==> images/final_congestion.png <==
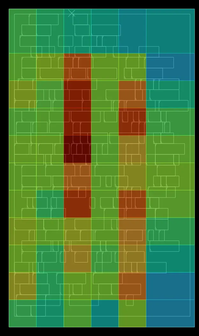
==> images/port_nets.png <==
Scale: 4 px per um.
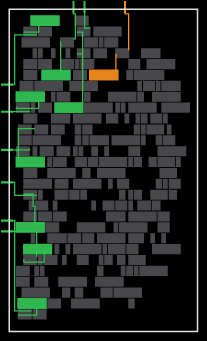
==> images/met3.png <==
Scale: 8 px per um. Cells faint in the background.
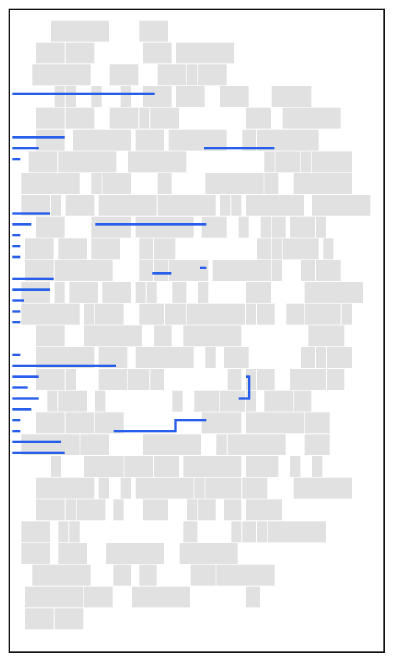
==> images/density.png <==
Scale: 6 px per um. 5 x 8 tiles, from dark blue (low) to red (high), 0 to 100% covered.
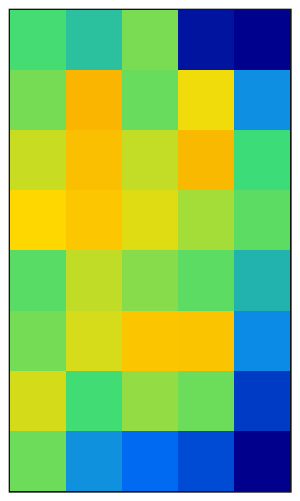
[src/rtl/alu_pkg.sv]
// Shared definitions for the operand loader: FSM state encoding and defaults.
package alu_pkg;

  localparam int unsigned DEBOUNCE_CYCLES_DEF = 16;
  // Counter width covers the full legal DEBOUNCE_CYCLES range (2..65535).
  localparam int unsigned CNT_W = 16;

  typedef enum logic [1:0] {
    WAIT_A  = 2'b00,
    WAIT_B  = 2'b01,
    PENDING = 2'b10,
    ILLEGAL = 2'b11
  } ld_state_e;

endpackage

[src/rtl/btn_debounce.sv]
// Button conditioner: 2-flop synchronizer, stability counter and press pulse.
//   clk     : system clock
//   rst     : synchronous active-high reset
//   btn_raw : raw asynchronous, bouncing button
//   press   : one-cycle pulse, high the cycle after the debounced level rises
module btn_debounce
  import alu_pkg::*;
#(
  parameter int unsigned DEBOUNCE_CYCLES = DEBOUNCE_CYCLES_DEF
) (
  input  logic clk,
  input  logic rst,
  input  logic btn_raw,
  output logic press
);

  localparam logic [CNT_W-1:0] CNT_LAST = CNT_W'(DEBOUNCE_CYCLES - 1);

  logic             sync1;
  logic             sync2;
  logic             level;
  logic [CNT_W-1:0] cnt;
  logic             differ_c;
  logic             accept_c;

  assign differ_c = sync2 ^ level;
  assign accept_c = differ_c && (cnt == CNT_LAST);

  // The pulse is registered on the same edge the level rises, so it is
  // visible during the following cycle and never on a release.
  always_ff @(posedge clk) begin
    if (rst) begin
      sync1 <= 1'b0;
      sync2 <= 1'b0;
      level <= 1'b0;
      cnt   <= '0;
      press <= 1'b0;
    end else begin
      sync1 <= btn_raw;
      sync2 <= sync1;
      if (!differ_c || accept_c) cnt <= '0;
      else                       cnt <= cnt + CNT_W'(1);
      if (accept_c) level <= sync2;
      press <= accept_c & sync2;
    end
  end

endmodule

[src/rtl/operand_loader.sv]
// Loads two ALU operands from switches on successive debounced button presses
// and holds the pair until the downstream stage accepts it.
//   clk, rst  : clock, synchronous active-high reset
//   btn_load  : raw load button
//   sw_data   : operand value from switches
//   op_ready  : downstream accepts the pair (only meaningful in PENDING)
//   reg_a/b   : captured operands
//   op_valid  : pair complete (state is PENDING)
//   state_o   : current state encoding
//   overrun   : sticky, press arrived while a pair was pending
module operand_loader
  import alu_pkg::*;
#(
  parameter int unsigned DEBOUNCE_CYCLES = DEBOUNCE_CYCLES_DEF,
  parameter int unsigned W               = 8
) (
  input  logic         clk,
  input  logic         rst,
  input  logic         btn_load,
  input  logic [W-1:0] sw_data,
  input  logic         op_ready,
  output logic [W-1:0] reg_a,
  output logic [W-1:0] reg_b,
  output logic         op_valid,
  output logic [1:0]   state_o,
  output logic         overrun
);

  ld_state_e    state_q;
  ld_state_e    state_d;
  logic [W-1:0] reg_a_d;
  logic [W-1:0] reg_b_d;
  logic         op_valid_d;
  logic         overrun_d;
  logic         press;

  btn_debounce #(
    .DEBOUNCE_CYCLES(DEBOUNCE_CYCLES)
  ) u_debounce (
    .clk    (clk),
    .rst    (rst),
    .btn_raw(btn_load),
    .press  (press)
  );

  // State and operand registers.
  always_ff @(posedge clk) begin
    if (rst) begin
      state_q  <= WAIT_A;
      reg_a    <= '0;
      reg_b    <= '0;
      op_valid <= 1'b0;
      overrun  <= 1'b0;
    end else begin
      state_q  <= state_d;
      reg_a    <= reg_a_d;
      reg_b    <= reg_b_d;
      op_valid <= op_valid_d;
      overrun  <= overrun_d;
    end
  end

  // Next state and operand updates; op_ready matters only in PENDING, where
  // a handshake always wins over a coincident press.
  always_comb begin
    state_d   = state_q;
    reg_a_d   = reg_a;
    reg_b_d   = reg_b;
    overrun_d = overrun;
    case (state_q)
      WAIT_A: begin
        if (press) begin
          reg_a_d = sw_data;
          state_d = WAIT_B;
        end
      end
      WAIT_B: begin
        if (press) begin
          reg_b_d = sw_data;
          state_d = PENDING;
        end
      end
      PENDING: begin
        if (op_ready) begin
          state_d   = WAIT_A;
          overrun_d = 1'b0;
        end else if (press) begin
          overrun_d = 1'b1;
        end
      end
      default: state_d = WAIT_A;
    endcase
    op_valid_d = (state_d == PENDING);
  end

  assign state_o = state_q;

endmodule

[config.mk]
export PLATFORM = sky130hd
export DESIGN_NAME = operand_loader
export DESIGN_NICKNAME = d
export VERILOG_FILES = /design/src/rtl/alu_pkg.sv /design/src/rtl/btn_debounce.sv /design/src/rtl/operand_loader.sv
export SDC_FILE = /design/constraint.sdc
export NUM_CORES = 1
export LEC_CHECK = 0
export CORE_ASPECT_RATIO = 1.75
export CORE_UTILIZATION = 45
export DETAILED_ROUTE_END_ITERATION = 7
export GPL_TIMING_DRIVEN = 0
export MAX_ROUTING_LAYER = met4
export PLACE_DENSITY_LB_ADDON = 0.25
export SLEW_MARGIN = 15
export SYNTH_ARGS = -nofsm -noshare
export SYNTH_HDL_FRONTEND = slang
export SYNTH_SLANG_ARGS = --single-unit
[constraint.sdc]
create_clock -name clk -period 4.1 [get_ports clk]
set_input_delay 0.82 -clock clk [delete_from_list [all_inputs] [get_ports clk]]
set_output_delay 0.82 -clock clk [all_outputs]
set_load 0.005 [all_outputs]
==> impl_metrics.csv <==
group,metric,value,unit
logic_synthesis,synth_warnings,0,
floorplan,fp_util,0.467,
final_layout,drive_above_1_share,0.0821,
final_layout,final_cell_mix,"dfxtp_1, nor2_1, clkdlybuf4s50_1",
power,power_frac_seq,0.581,
logic_synthesis,mux_share,0.108,
worst_hold_path,min_to,"u_debounce.sync2",
worst_setup_path,crit_end,"state_o[0]",
logic_synthesis,synth_cell_types,26,
final_layout,seqCellArea,801,um2
floorplan,die_w,46.7,um
routing,drc_errors,1,
power,sw_frac_of_total,0.200,
worst_setup_path,critPathMaxStageDelay,0.56,ns
logic_synthesis,netlist_area,0.00157,mm2
logic_synthesis,ys_area,0.00157,mm2
logic_synthesis,synthCells,157,
clock_network,ctsResizeCount,0,
floorplan,die_area,0.00374,mm2
outcome,status,"finished, violations left",
final_layout,fin_area,0.00202,mm2
routing,drt-met1-wl,1.23,mm
worst_setup_path,r2r-start,"u_debounce.cnt[0]",
logic_synthesis,top_cell,"dfxtp_1",
power,power,0.672,mW
logic_synthesis,simple_gate_area_frac,0.243,
outcome,violations,"design-rule violations",
final_timing,skew,0.00333,ns
final_layout,largest_reg_flops,16,
power,p_per_area,333,mW/mm2
routing,firstDrtPassIters,6,
logic_synthesis,flop_cell,"dfxtp_1",
logic_synthesis,ys_seq_elements,40,
floorplan,nWellTaps,45,
About final_congestion.png:
GRT met1 Usage: 0.193
met3 usage: 0.0517
Top Usage Layer GRT: met2
met2 GRT Util: 0.343
DR WL/cell: 13.4 um

About port_nets.png:
[`reg_a`] green | direction: output | end cells: 8 | wire: 193 um
[`op_valid`] orange | direction: output | end cells: 1 | wire: 15.5 um
IO buf count: 30
Boundary Pins: 32

About met3.png:
longest straight run: 17.5 um
share of all routed wire: 3.9%
nets with wire on the layer: 26
final WL: 3.21 mm
Via Count: 1,212

About density.png:
mean over tiles: 52%
nearly empty tiles: 5.0%
emptiest ninth of the die: bottom right

Power is estimated from default activity; no workload was simulated.
